## src/rtl/seg_scan_pkg.sv

```systemverilog
`default_nettype none
// ============================================================================
// Module      : seg_scan_pkg
// Description : Shared constants for the 7-segment scan decoder. It holds the
//               message codes, the active-high character patterns (gfedcba),
//               the four-character message table (d3..d0) and helper
//               functions.
// Revision    : 1.0 - initial release
// ============================================================================
package seg_scan_pkg;

  // Message codes reported on state_code
  localparam logic [2:0] c_code_err     = 3'b000;
  localparam logic [2:0] c_code_off     = 3'b001;
  localparam logic [2:0] c_code_on      = 3'b010;
  localparam logic [2:0] c_code_open    = 3'b011;
  localparam logic [2:0] c_code_sound   = 3'b100;
  localparam logic [2:0] c_code_unknown = 3'b111;

  // Character patterns, active-high, bit order g..a
  localparam logic [6:0] c_chr_e     = 7'h79;
  localparam logic [6:0] c_chr_r     = 7'h50;
  localparam logic [6:0] c_chr_blank = 7'h00;
  localparam logic [6:0] c_chr_o     = 7'h3F;
  localparam logic [6:0] c_chr_f     = 7'h71;
  localparam logic [6:0] c_chr_n     = 7'h54;
  localparam logic [6:0] c_chr_p     = 7'h73;
  localparam logic [6:0] c_chr_s     = 7'h6D;
  localparam logic [6:0] c_chr_d     = 7'h5E;

  // Message table: {d3, d2, d1, d0}
  localparam logic [27:0] c_msg_err   = {c_chr_e,     c_chr_r,     c_chr_r, c_chr_blank};
  localparam logic [27:0] c_msg_off   = {c_chr_blank, c_chr_o,     c_chr_f, c_chr_f};
  localparam logic [27:0] c_msg_on    = {c_chr_blank, c_chr_blank, c_chr_o, c_chr_n};
  localparam logic [27:0] c_msg_open  = {c_chr_o,     c_chr_p,     c_chr_e, c_chr_n};
  localparam logic [27:0] c_msg_sound = {c_chr_blank, c_chr_s,     c_chr_n, c_chr_d};

  // Scan FSM states
  typedef enum logic [1:0] {
    S_WAIT_SEL = 2'd0,
    S_SETTLE   = 2'd1,
    S_SAMPLE   = 2'd2,
    S_HOLD     = 2'd3
  } scan_state_t;

  // True when exactly one digit enable is active
  function automatic logic is_onehot(input logic [3:0] sel);
    return (sel != 4'd0) && ((sel & (sel - 4'd1)) == 4'd0);
  endfunction

  // Slot index of a one-hot digit enable (bit3 = d3)
  function automatic logic [1:0] sel_to_index(input logic [3:0] sel);
    logic [1:0] idx;
    idx = 2'd0;
    if (sel[1]) idx = 2'd1;
    if (sel[2]) idx = 2'd2;
    if (sel[3]) idx = 2'd3;
    return idx;
  endfunction

endpackage
`default_nettype wire

```

## src/rtl/seg_frame_match.sv

```systemverilog
`default_nettype none
// ============================================================================
// Module      : seg_frame_match
// Description : Combinational lookup of a rebuilt 4-character frame against
//               the message table; anything unrecognised maps to UNKNOWN.
// Revision    : 1.0 - initial release
// ============================================================================
module seg_frame_match
  import seg_scan_pkg::*;
(
  input  logic [27:0] i_frame,   // {d3, d2, d1, d0}, active-high patterns
  output logic [2:0]  o_code
);

  // Compare the frame with each table entry, default to UNKNOWN
  always_comb begin
    o_code = c_code_unknown;
    if      (i_frame == c_msg_err)   o_code = c_code_err;
    else if (i_frame == c_msg_off)   o_code = c_code_off;
    else if (i_frame == c_msg_on)    o_code = c_code_on;
    else if (i_frame == c_msg_open)  o_code = c_code_open;
    else if (i_frame == c_msg_sound) o_code = c_code_sound;
  end

endmodule
`default_nettype wire

```

## src/rtl/seg_scan_decoder.sv

```systemverilog
`default_nettype none
// ============================================================================
// Module      : seg_scan_decoder
// Description : Receiver for a 4-digit multiplexed 7-segment display. It
//               synchronises the scan lines, samples each settled digit,
//               assembles frames, debounces the decoded message over several
//               frames and flags loss of scan.
//               Optional: define SEG_FRAME_COUNT_EN to add o_frame_count.
// Revision    : 1.0 - initial release
// ============================================================================
module seg_scan_decoder
  import seg_scan_pkg::*;
#(
  parameter int SETTLE_CYCLES  = 8,
  parameter int MATCH_FRAMES   = 3,
  parameter int TIMEOUT_CYCLES = 262144,
  parameter int SEG_ACTIVE_LOW = 1
)(
  input  logic        clk,
  input  logic        rst,
  input  logic [3:0]  i_digit_sel,
  input  logic [7:0]  i_segment,
  output logic [2:0]  o_state_code,
  output logic        o_state_valid,
  output logic        o_display_lost,
`ifdef SEG_FRAME_COUNT_EN
  output logic [15:0] o_frame_count,
`endif
  output logic        o_sel_glitch
);

  localparam int c_settle_w = (SETTLE_CYCLES > 1) ? $clog2(SETTLE_CYCLES) : 1;
  localparam int c_match_w  = $clog2(MATCH_FRAMES + 1);
  localparam int c_to_w     = (TIMEOUT_CYCLES > 1) ? $clog2(TIMEOUT_CYCLES) : 1;

  localparam logic [c_settle_w-1:0] c_settle_last = c_settle_w'(SETTLE_CYCLES - 1);
  localparam logic [c_match_w-1:0]  c_match_max   = c_match_w'(MATCH_FRAMES);
  localparam logic [c_to_w-1:0]     c_to_last     = c_to_w'(TIMEOUT_CYCLES - 1);

  // Synchronisers; the decimal point is never decoded
  logic [3:0] r_sel_s1, r_sel_s2;
  logic [6:0] r_seg_s1, r_seg_s2;
  logic       w_unused_dp;
  logic [3:0] w_sel;
  logic [6:0] w_seg_pat;

  assign w_unused_dp = i_segment[7];
  assign w_sel       = r_sel_s2;
  assign w_seg_pat   = (SEG_ACTIVE_LOW != 0) ? ~r_seg_s2 : r_seg_s2;

  // Two-flop synchronisers on the scan lines
  always_ff @(posedge clk) begin
    if (rst) begin
      r_sel_s1 <= 4'd0;
      r_sel_s2 <= 4'd0;
      r_seg_s1 <= 7'd0;
      r_seg_s2 <= 7'd0;
    end else begin
      r_sel_s1 <= i_digit_sel;
      r_sel_s2 <= r_sel_s1;
      r_seg_s1 <= i_segment[6:0];
      r_seg_s2 <= r_seg_s1;
    end
  end

  // Scan FSM
  scan_state_t            r_state, w_state_nxt;
  logic [3:0]             r_cur_sel, w_cur_sel_nxt;
  logic [c_settle_w-1:0]  r_settle_cnt, w_settle_nxt;
  logic                   w_capture, w_glitch;

  // State register for the scan FSM
  always_ff @(posedge clk) begin
    if (rst) begin
      r_state      <= S_WAIT_SEL;
      r_cur_sel    <= 4'd0;
      r_settle_cnt <= '0;
    end else begin
      r_state      <= w_state_nxt;
      r_cur_sel    <= w_cur_sel_nxt;
      r_settle_cnt <= w_settle_nxt;
    end
  end

  // Next-state logic: wait for a select, let it settle, sample once, hold
  always_comb begin
    w_state_nxt   = r_state;
    w_cur_sel_nxt = r_cur_sel;
    w_settle_nxt  = r_settle_cnt;
    w_capture     = 1'b0;
    w_glitch      = 1'b0;
    case (r_state)
      S_WAIT_SEL: begin
        if (w_sel != 4'd0) begin
          w_cur_sel_nxt = w_sel;
          w_settle_nxt  = '0;
          w_state_nxt   = S_SETTLE;
        end
      end
      S_SETTLE: begin
        if (w_sel != r_cur_sel) begin
          if (w_sel == 4'd0) begin
            w_state_nxt = S_WAIT_SEL;
          end else begin
            w_cur_sel_nxt = w_sel;
            w_settle_nxt  = '0;
          end
        end else begin
          w_settle_nxt = r_settle_cnt + 1'b1;
          if ((r_settle_cnt + 1'b1) == c_settle_last) begin
            w_state_nxt = S_SAMPLE;
          end
        end
      end
      S_SAMPLE: begin
        if (is_onehot(r_cur_sel)) w_capture = 1'b1;
        else                      w_glitch  = 1'b1;
        w_state_nxt = S_HOLD;
      end
      S_HOLD: begin
        // A new select is treated exactly as WAIT_SEL would, in this cycle
        if (w_sel != r_cur_sel) begin
          if (w_sel == 4'd0) begin
            w_state_nxt = S_WAIT_SEL;
          end else begin
            w_cur_sel_nxt = w_sel;
            w_settle_nxt  = '0;
            w_state_nxt   = S_SETTLE;
          end
        end
      end
      default: w_state_nxt = S_WAIT_SEL;
    endcase
  end

  // Frame assembly
  logic [3:0][6:0] r_slots;
  logic [3:0]      r_filled;
  logic            r_sel_glitch;
  logic            w_frame_done;
  logic [2:0]      w_code;

  assign w_frame_done = (r_filled == 4'b1111);

  // Slot capture; a completed frame empties the fill mask the cycle after
  always_ff @(posedge clk) begin
    if (rst) begin
      r_slots      <= '0;
      r_filled     <= 4'd0;
      r_sel_glitch <= 1'b0;
    end else begin
      r_sel_glitch <= w_glitch;
      if (w_capture) begin
        r_slots[sel_to_index(r_cur_sel)] <= w_seg_pat;
      end
      if (w_frame_done) begin
        r_filled <= w_capture ? (4'd1 << sel_to_index(r_cur_sel)) : 4'd0;
      end else if (w_capture) begin
        r_filled[sel_to_index(r_cur_sel)] <= 1'b1;
      end
    end
  end

  seg_frame_match u_match (
    .i_frame (r_slots),
    .o_code  (w_code)
  );

  // Debounce: match_cnt of zero means there is no previous frame to compare
  logic [2:0]           r_prev_code;
  logic [c_match_w-1:0] r_match_cnt, w_match_nxt;
  logic [2:0]           r_state_code;
  logic                 r_state_valid;
  logic                 r_lost;
  logic [c_to_w-1:0]    r_to_cnt;
  logic                 w_same, w_commit;

  assign w_same      = (r_match_cnt != '0) && (w_code == r_prev_code);
  assign w_match_nxt = !w_same                    ? c_match_w'(1) :
                       (r_match_cnt == c_match_max) ? r_match_cnt  :
                                                      r_match_cnt + 1'b1;
  assign w_commit    = (w_match_nxt == c_match_max) && (w_code != r_state_code);

  // Debounce and timeout; a completing frame takes priority over the timeout
  always_ff @(posedge clk) begin
    if (rst) begin
      r_prev_code   <= c_code_unknown;
      r_match_cnt   <= '0;
      r_state_code  <= c_code_unknown;
      r_state_valid <= 1'b0;
      r_lost        <= 1'b0;
      r_to_cnt      <= '0;
    end else begin
      r_state_valid <= 1'b0;
      if (w_frame_done) begin
        r_to_cnt    <= '0;
        r_lost      <= 1'b0;
        r_prev_code <= w_code;
        r_match_cnt <= w_match_nxt;
        if (w_commit) begin
          r_state_code  <= w_code;
          r_state_valid <= 1'b1;
        end
      end else if (r_to_cnt == c_to_last) begin
        // Counter parks here until the scan returns
        r_lost        <= 1'b1;
        r_state_code  <= c_code_unknown;
        r_state_valid <= (r_state_code != c_code_unknown);
        r_match_cnt   <= '0;
      end else begin
        r_to_cnt <= r_to_cnt + 1'b1;
      end
    end
  end

`ifdef SEG_FRAME_COUNT_EN
  logic [15:0] r_frame_count;

  // Saturating count of completed frames
  always_ff @(posedge clk) begin
    if (rst) begin
      r_frame_count <= 16'd0;
    end else if (w_frame_done && (r_frame_count != 16'hFFFF)) begin
      r_frame_count <= r_frame_count + 16'd1;
    end
  end

  assign o_frame_count = r_frame_count;
`endif

  assign o_state_code   = r_state_code;
  assign o_state_valid  = r_state_valid;
  assign o_display_lost = r_lost;
  assign o_sel_glitch   = r_sel_glitch;

endmodule
`default_nettype wire

```

## config.mk

```make
export PLATFORM = sky130hd
export DESIGN_NAME = seg_scan_decoder
export DESIGN_NICKNAME = d
export VERILOG_FILES = /design/src/rtl/seg_scan_pkg.sv /design/src/rtl/seg_frame_match.sv /design/src/rtl/seg_scan_decoder.sv
export SDC_FILE = /design/constraint.sdc
export NUM_CORES = 1
export LEC_CHECK = 0
export CORE_AREA = 4 4 97 99
export DETAILED_ROUTE_END_ITERATION = 8
export DIE_AREA = 0 0 101 103
export MAX_ROUTING_LAYER = met4
export PLACE_DENSITY = 0.73
export SLEW_MARGIN = 20
export SYNTH_ARGS = -nofsm -noshare
export SYNTH_HDL_FRONTEND = slang
export SYNTH_SLANG_ARGS = --single-unit
```

## constraint.sdc

```tcl
create_clock -name clk -period 2.9 [get_ports clk]
set_input_delay 0.435 -clock clk [delete_from_list [all_inputs] [get_ports clk]]
set_output_delay 0.435 -clock clk [all_outputs]
set_load 0.02 [all_outputs]
```

==> impl_metrics.toml, run 1 <==
# implementation run metrics
[finish]
final_common_cell = "dfxtp_1"
stdcell_area_sq_mm = 0.00445
ff_latch_area_sq_mm = 0.00184
numSequentialCells = 92

[logic_synthesis]
flop_cell = "dfxtp_1"
ys_types = 56
async_flop_share_pct = 0
synthAdderAreaFrac_pct = 0.955
synth_area_sq_mm = 0.00393
common_cells = "dfxtp_1 (92), nor2_1 (70), a211oi_1 (34)"

[outcome]
status = "complete, no violations"

[power_and_ir_drop]
powerComb_uw = 92.5
combPwrFrac_pct = 4.1
power_frac_clock_pct = 38.4

[grt]
grt_busiest_layer = "met2"
grt_pass1_vias = 2888

[floorplan]
fp.dieW_microns = 101
fp-row-count = 34

[setup_path]
cp.arrival_ns = 2.95

[detailed_routing]
wl_met1_mm = 3.62
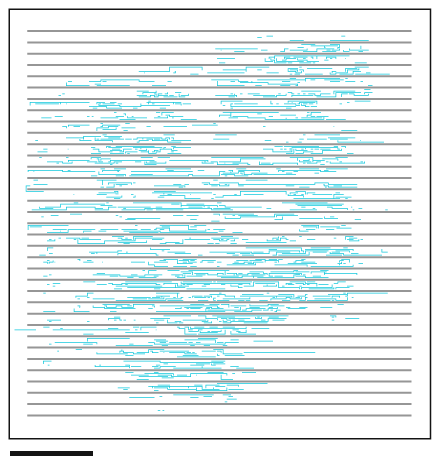
(run_1/m1.png)
Bar = 20 microns. Supply wires on this layer in grey.
wire length on this layer	3620 microns
share of all routed wire	49%
nets with wire on the layer	429
longest straight run	18.4 microns
main direction	horizontal

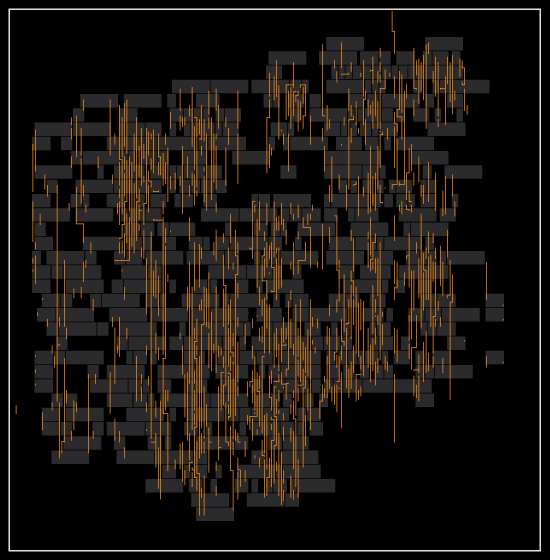
(run_1/m2.png)
wire length on this layer	3440 microns
nets with wire on the layer	389
longest straight run	41.1 microns

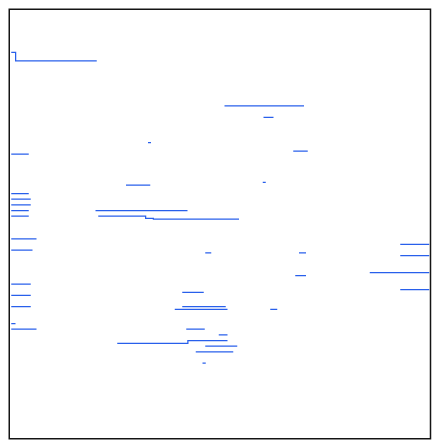
(run_1/m3.png)
main direction	horizontal
share of all routed wire	3.8%
via count: 3084
WL final: 7.45 mm
met3 Use GR: 3.59%

==> run 2: changes to the inputs <==
--- a/config.mk
+++ b/config.mk
@@ -5,11 +5,12 @@
 export SDC_FILE = /design/constraint.sdc
 export NUM_CORES = 1
 export LEC_CHECK = 0
-export CORE_AREA = 4 4 97 99
+export CORE_AREA = 4 4 94 96
+export CTS_BUF_LIST = sky130_fd_sc_hd__clkbuf_8
 export DETAILED_ROUTE_END_ITERATION = 8
-export DIE_AREA = 0 0 101 103
+export DIE_AREA = 0 0 98 100
 export MAX_ROUTING_LAYER = met4
-export PLACE_DENSITY = 0.73
+export PLACE_DENSITY = 0.76
 export SLEW_MARGIN = 20
 export SYNTH_ARGS = -nofsm -noshare
 export SYNTH_HDL_FRONTEND = slang
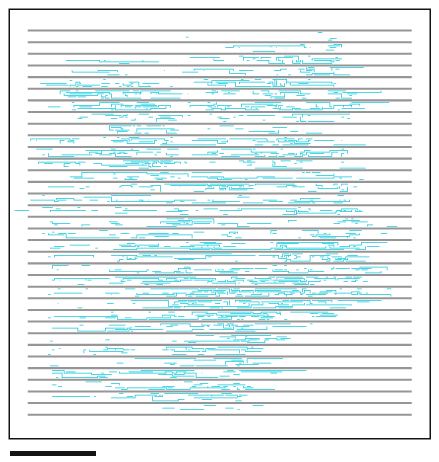
(run_2/m1.png)
Bar = 20 microns. Supply wires on this layer in grey.
share of all routed wire	48%
main direction	horizontal
WL final: 7.31 mm
GR Util met1: 20.1%

==> run 2 against run 1 <==
  * Sequential share of layout area did not move
  * Total power is 2.4% higher
  * Design area is the same
  * Die size fell by 5.8%
  * Clock skew grew 0.00076 ns
  * Highest routed layer unchanged
==> impl_metrics.toml, run 2 <==
# implementation run metrics
[outcome]
status = "complete, no violations"

[timing]
min_period_ns = 2.80
rsz0062_at_grt = "false"
clock_skew_ns = 0.0114

[power_and_ir_drop]
intPower_mw = 1.81
combPwrFrac_pct = 4.0
power_frac_clock_pct = 39.8
powerComb_uw = 93.9
p_sw_share_pct = 21.8

[detailed_routing]
via_count = 3094
wl_met1_mm = 3.53
maxUsedRoutingLayer = "met4"
met3RoutedLength_microns = 297

[floorplan]
dieHeight_microns = 100
fp_util_pct = 48.8
fp.dieW_microns = 98
dieArea_sq_mm = 0.00980
fp-row-count = 33

[setup_path]
cp-endpoint = "o_state_code[1]"
crit_type = "register to register"
critPathSlowestCell = "or4_4"
cp_num_cells = 8
cp.arrival_ns = 3.10

[logic_synthesis]
async_flop_share_pct = 0
common_cells = "dfxtp_1 (92), nor2_1 (70), a211oi_1 (34)"
synthAdderAreaFrac_pct = 0.955
ys_top_logic_family = "simple AND/OR/NAND/NOR gates"
synth_area_sq_mm = 0.00393
mux_share_pct = 1.78
ys_types = 56
top_cells_by_area = "dfxtp_1 (47%), nor2_1 (6.7%), a211oi_1 (6.5%)"
flop_cell = "dfxtp_1"
yosys-stat-cells = 435
top_cell_area_share_pct = 46.8
simple_gate_share_pct = 28.5

[clock_tree]
clk_latency_ns = 0.36

[finish]
numSequentialCells = 92
comb_area_sq_mm = 0.00199
ff_latch_area_sq_mm = 0.00184
layout.nonclk_buf_share_pct = 5.46
stdcell_area_sq_mm = 0.00445
fillers = 728
final_common_cell = "dfxtp_1"

[grt]
grt_max_degree = 48
grt_busiest_layer = "met2"
antenna_found_initial = 0
grt_use_met3_pct = 3.54
grt_pass1_vias = 2880

[flow_run]
drv_cap = 0

[min_path]
holdPathStages = 1
==> run 3: changes to the inputs <==
--- a/config.mk
+++ b/config.mk
@@ -5,6 +5,7 @@
 export SDC_FILE = /design/constraint.sdc
 export NUM_CORES = 1
 export LEC_CHECK = 0
+export ABC_CLOCK_PERIOD_IN_PS = 2900
 export CORE_AREA = 4 4 94 96
 export CTS_BUF_LIST = sky130_fd_sc_hd__clkbuf_8
 export DETAILED_ROUTE_END_ITERATION = 8
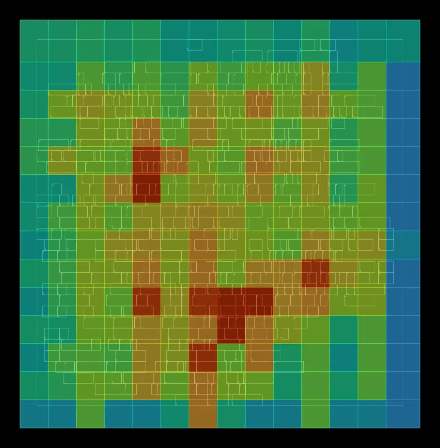
(run_3/congestion_map.png)
GRT Total Usage: 16.2%
grt peak-use layer: met2
Core Util, Final: 55.2%

==> run 3 against run 2 <==
  * Clock power barely moved
  * Utilization did not move
  * Design area did not move
  * Cell count did not move
  * Hold slack did not move
  * Sequential share of layout area did not move
  * Global-route usage did not move
  * Die size did not move
==> impl_metrics.toml, run 3 <==
# implementation run metrics
[logic_synthesis]
mux_share_pct = 1.78
ys_top_logic_family = "simple AND/OR/NAND/NOR gates"
yosys-stat-cells = 435
top_cells_by_area = "dfxtp_1 (47%), nor2_1 (6.7%), a211oi_1 (6.5%)"
flop_cell = "dfxtp_1"
synthAdderAreaFrac_pct = 0.955
common_cells = "dfxtp_1 (92), nor2_1 (70), a211oi_1 (34)"
top_cell_area_share_pct = 46.8

[floorplan]
dieArea_sq_mm = 0.00980
fp.dieW_microns = 98
dieHeight_microns = 100
fp-row-count = 33
fp_util_pct = 48.8

[power_and_ir_drop]
p_sw_share_pct = 21.8
combPwrFrac_pct = 4.0
power_frac_clock_pct = 39.8

[outcome]
status = "complete, no violations"

[grt]
antenna_found_initial = 0
grt_use_met3_pct = 3.54
grt_use_met1_pct = 20.1

[detailed_routing]
via_count = 3094
wl_met1_mm = 3.53
wl_mm = 7.31

[setup_path]
cp.arrival_ns = 3.10
critPathSlowestCell = "or4_4"
cp_num_cells = 8
cp-endpoint = "o_state_code[1]"

[timing]
clock_skew_ns = 0.0114
rsz0062_at_grt = "false"
min_period_ns = 2.80

[flow_run]
drv_cap = 0

[clock_tree]
clk_latency_ns = 0.36

[finish]
layout.nonclk_buf_share_pct = 5.46
ff_latch_area_sq_mm = 0.00184
Power figures rest on the tool's default switching activity, not on a simulated workload.
